Power grid:
Pins as bars on the die edge.
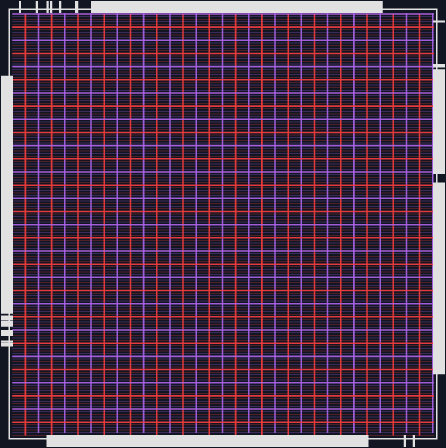
Clock wiring as the flow saved it:
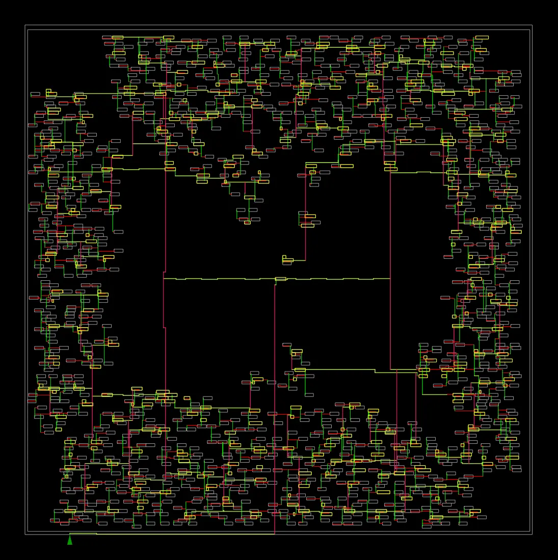
Sequential cells colored by netlist name:
Scale: 1 px per µm. Other sequential cells in the stronger gray, the rest of the logic in the fainter gray.
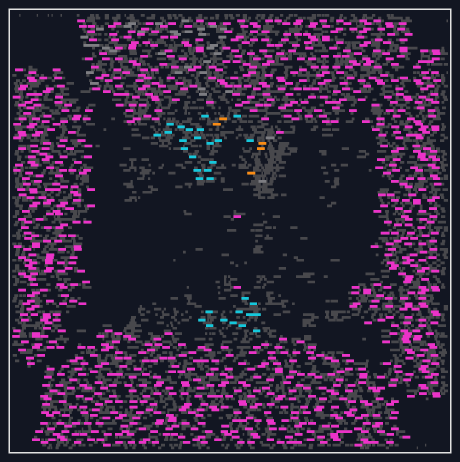
## src/rtl/max_unpool.sv

```systemverilog
// max_unpool: scatters a {value, argmax index} pair into a pOUTPUT_NUM-lane vector.
// Every lane other than the indexed one receives the fill value.
// Elastic two-stage pipeline (decode register, output register) with valid/ready on both sides.
module max_unpool #(
  parameter int unsigned pDATA_WIDTH = 32,
  parameter int unsigned pOUTPUT_NUM = 32,
  parameter int unsigned pFILL_MIN   = 0
) (
  input  logic                                 clk,
  input  logic                                 rst,
  input  logic                                 in_valid,
  output logic                                 in_ready,
  input  logic [pDATA_WIDTH-1:0]               in_data,
  input  logic [$clog2(pOUTPUT_NUM)-1:0]       in_index,
  output logic                                 out_valid,
  input  logic                                 out_ready,
  output logic [pDATA_WIDTH*pOUTPUT_NUM-1:0]   out_data,
  output logic [pOUTPUT_NUM-1:0]               out_mask,
  output logic                                 err_range,
  output logic [15:0]                          err_count
);

  localparam int unsigned IDXW  = $clog2(pOUTPUT_NUM);
  localparam int unsigned IDXW1 = IDXW + 1;
  localparam int unsigned VECW  = pDATA_WIDTH * pOUTPUT_NUM;
  localparam logic [IDXW1-1:0] LANES = IDXW1'(pOUTPUT_NUM);
  localparam logic [pDATA_WIDTH-1:0] FILL =
    (pFILL_MIN != 0) ? {1'b1, {(pDATA_WIDTH-1){1'b0}}} : {pDATA_WIDTH{1'b0}};

  // Decode stage register
  logic                   s1_valid;
  logic [pDATA_WIDTH-1:0] s1_data;
  logic [IDXW-1:0]        s1_index;
  logic                   s1_oor;

  logic                   s2_load;
  logic                   in_fire;
  logic                   in_oor;
  logic [VECW-1:0]        s2_data_c;
  logic [pOUTPUT_NUM-1:0] s2_mask_c;

  // Handshake: each stage loads when empty or when its content moves on this cycle
  always_comb begin
    s2_load  = !out_valid || out_ready;
    in_ready = !s1_valid || s2_load;
    in_fire  = in_valid && in_ready;
    in_oor   = {1'b0, in_index} >= LANES;
  end

  // Decode stage: capture value, index and out-of-range flag
  always_ff @(posedge clk) begin
    if (rst) begin
      s1_valid <= 1'b0;
      s1_data  <= '0;
      s1_index <= '0;
      s1_oor   <= 1'b0;
    end else if (in_ready) begin
      s1_valid <= in_valid;
      if (in_valid) begin
        s1_data  <= in_data;
        s1_index <= in_index;
        s1_oor   <= in_oor;
      end
    end
  end

  // Range error tracking, updated as the pair enters the decode stage
  always_ff @(posedge clk) begin
    if (rst) begin
      err_range <= 1'b0;
      err_count <= '0;
    end else if (in_fire && in_oor) begin
      err_range <= 1'b1;
      if (err_count != 16'hFFFF) begin
        err_count <= err_count + 16'd1;
      end
    end
  end

  // Expand the decoded pair into the lane vector and one-hot mask
  always_comb begin
    s2_data_c = '0;
    s2_mask_c = '0;
    for (int unsigned i = 0; i < pOUTPUT_NUM; i++) begin
      s2_data_c[i*pDATA_WIDTH +: pDATA_WIDTH] = FILL;
      if (!s1_oor && (s1_index == IDXW'(i))) begin
        s2_data_c[i*pDATA_WIDTH +: pDATA_WIDTH] = s1_data;
        s2_mask_c[i] = 1'b1;
      end
    end
  end

  // Output stage: holds the beat stable while downstream stalls
  always_ff @(posedge clk) begin
    if (rst) begin
      out_valid <= 1'b0;
      out_data  <= '0;
      out_mask  <= '0;
    end else if (s2_load) begin
      out_valid <= s1_valid;
      if (s1_valid) begin
        out_data <= s2_data_c;
        out_mask <= s2_mask_c;
      end
    end
  end

endmodule

```

## config.mk

```make
export PLATFORM = sky130hd
export DESIGN_NAME = max_unpool
export DESIGN_NICKNAME = d
export VERILOG_FILES = /design/src/rtl/max_unpool.sv
export SDC_FILE = /design/constraint.sdc
export NUM_CORES = 2
export LEC_CHECK = 0
export CORE_AREA = 2 2 438 440
export CTS_CLUSTER_DIAMETER = 40
export CTS_CLUSTER_SIZE = 25
export DETAILED_ROUTE_END_ITERATION = 8
export DIE_AREA = 0 0 440 442
export PLACE_DENSITY = 0.37
export SETUP_SLACK_MARGIN = 0.5
export SYNTH_ARGS = -nofsm -noshare
export SYNTH_HDL_FRONTEND = slang
export SYNTH_SLANG_ARGS = --single-unit
```

## constraint.sdc

```tcl
create_clock -name clk -period 1.78 [get_ports clk]
set_clock_uncertainty 0.15 [all_clocks]
set_input_delay 0.356 -clock clk [delete_from_list [all_inputs] [get_ports clk]]
set_output_delay 0.356 -clock clk [all_outputs]
set_load 0.01 [all_outputs]
```

==> flow_metrics.py <==
# Physical implementation metrics
metrics = {
    "cells_and_area": {
        "logic_area_um2": 12800,
        "fillCellCount": 18600,
        "nonClkBufAreaFrac": 0.315,
        "area_growth_pct": 93.8,
        "drive_gt1_frac": 0.700,
        "design_area_um2": 67900,
        "largest_reg_flops": 1024,
        "comb_area_share": 0.188,
        "largest_cell_class": "registers",
        "regMostFlops": "out_data",
        "lay_top_cells": "1,004 x buf_6, 971 x dfxtp_2, 800 x a22o_1",
        "lay_top_count": "buf_6",
        "final_cells": 7108,
        "clk_share": 0.109,
        "inverters": 1,
        "comb.multi_input.count": 1349,
        "finalNetCount": 4462,
        "top_regs": "out_data x1024, out_mask x32, s1_data x32",
    },
    "synth": {
        "synthAdderAreaFrac": 0,
        "logic_family": "AND-OR/OR-AND gates",
        "edf_count": 0,
        "yosys.cell_count.top_type": "dfxtp_1",
        "aoi_share": 0.265,
        "synth_top_area_share": 0.626,
        "avgSynthCellArea_um2": 12.8,
        "ys_sh_xor": 0,
        "ys_warn_count": 0,
        "top_cells_by_count": "1,095 x dfxtp_1, 800 x a22o_1, 256 x o2bb2ai_1, 191 x buf_2, 81 x nand2b_1",
        "ys_sh_mux": 0.0106,
    },
    "place": {
        "dpl_worst_slack_ps": -1050,
        "place_congestion": 0.762,
        "dp.cells": 6359,
    },
    "worst_setup_path": {
        "cp-start-kind": "flip-flop",
        "critPathCapture": "out_data[812]",
        "critical_path.max_fanout": 8,
        "path_cells": "nor2b_4 > buf_8 > buf_4 > buf_12 > buf_8 > nor3_4 > buf_6 > buf_16 > buf_12 > a22o_1",
        "reg2reg_setup_slack_ps": -350,
        "required_ps": 2390,
        "crit_type": "reg2reg",
        "critPathLaunch": "out_valid",
        "worstPathArrival_ps": 2750,
        "cp.depth": 10,
    },
    "clock_network": {
        "cts_max_path_buffers": 3,
        "cts_tree": "yes",
        "post_cts_buffers": 152,
        "cts-buffers-inserted": 203,
        "clock_latency_ps": 830,
        "h-tree-depth": 4,
    },
    "timing": {
        "finalHoldViolCount": 1,
        "setup_viol": 1534,
        "setup_ws_ps": -354,
        "report.final.slew_viol_count": 0,
        "hold_ws_ps": -65.3,
        "rsz0062_at_grt": "true",
    },
    "route": {
        "firstDrtPassIters": 5,
        "vias": 30700,
        "avgRoutedWirePerCell_um": 29.4,
        "drc": 0,
    },
    "floorplan": {
        "fp_util": 0.185,
        "taps": 2511,
        "coreArea_um2": 190000,
    },
    "status": {
        "violations": "negative hold slack, negative setup slack",
        "status": "finished, violations left",
    },
    "global_route": {
        "grtUsageTotal": 0.189,
        "grt_max_degree": 57,
        "grt_pass1_wl_um": 257000,
    },
    "hold_path": {
        "hp-class": "in2reg",
        "hold-path-endpoint": "s1_data[1]",
        "hp-start": "rst",
    },
    "run": {
        "maxCapViolations": 0,
    },
    "power_and_ir_drop": {
        "switchingPower_mw": 16.8,
        "p_seq_mw": 24.7,
        "p_leak_nw": 28.5,
        "p_int_mw": 53.4,
    },
}
Back to the opening pictures, 'power grid':
[VDD] purple
[VSS] red
signal pins: 1,116
met1 rails: 161
Die X: 440 µm
peak supply drop: 741 µV

Back to the opening pictures, 'clock wiring as the flow saved it':
Flops: 1,095
Clk power: 41.9 mW

Back to the opening pictures, 'sequential cells colored by netlist name':
[out_data] magenta | sequential cells: 1,024 | where: all over the die
[s1_data] cyan | sequential cells: 32
[s1_index] orange | sequential cells: 5

Power figures rest on the tool's default switching activity, not on a simulated workload.
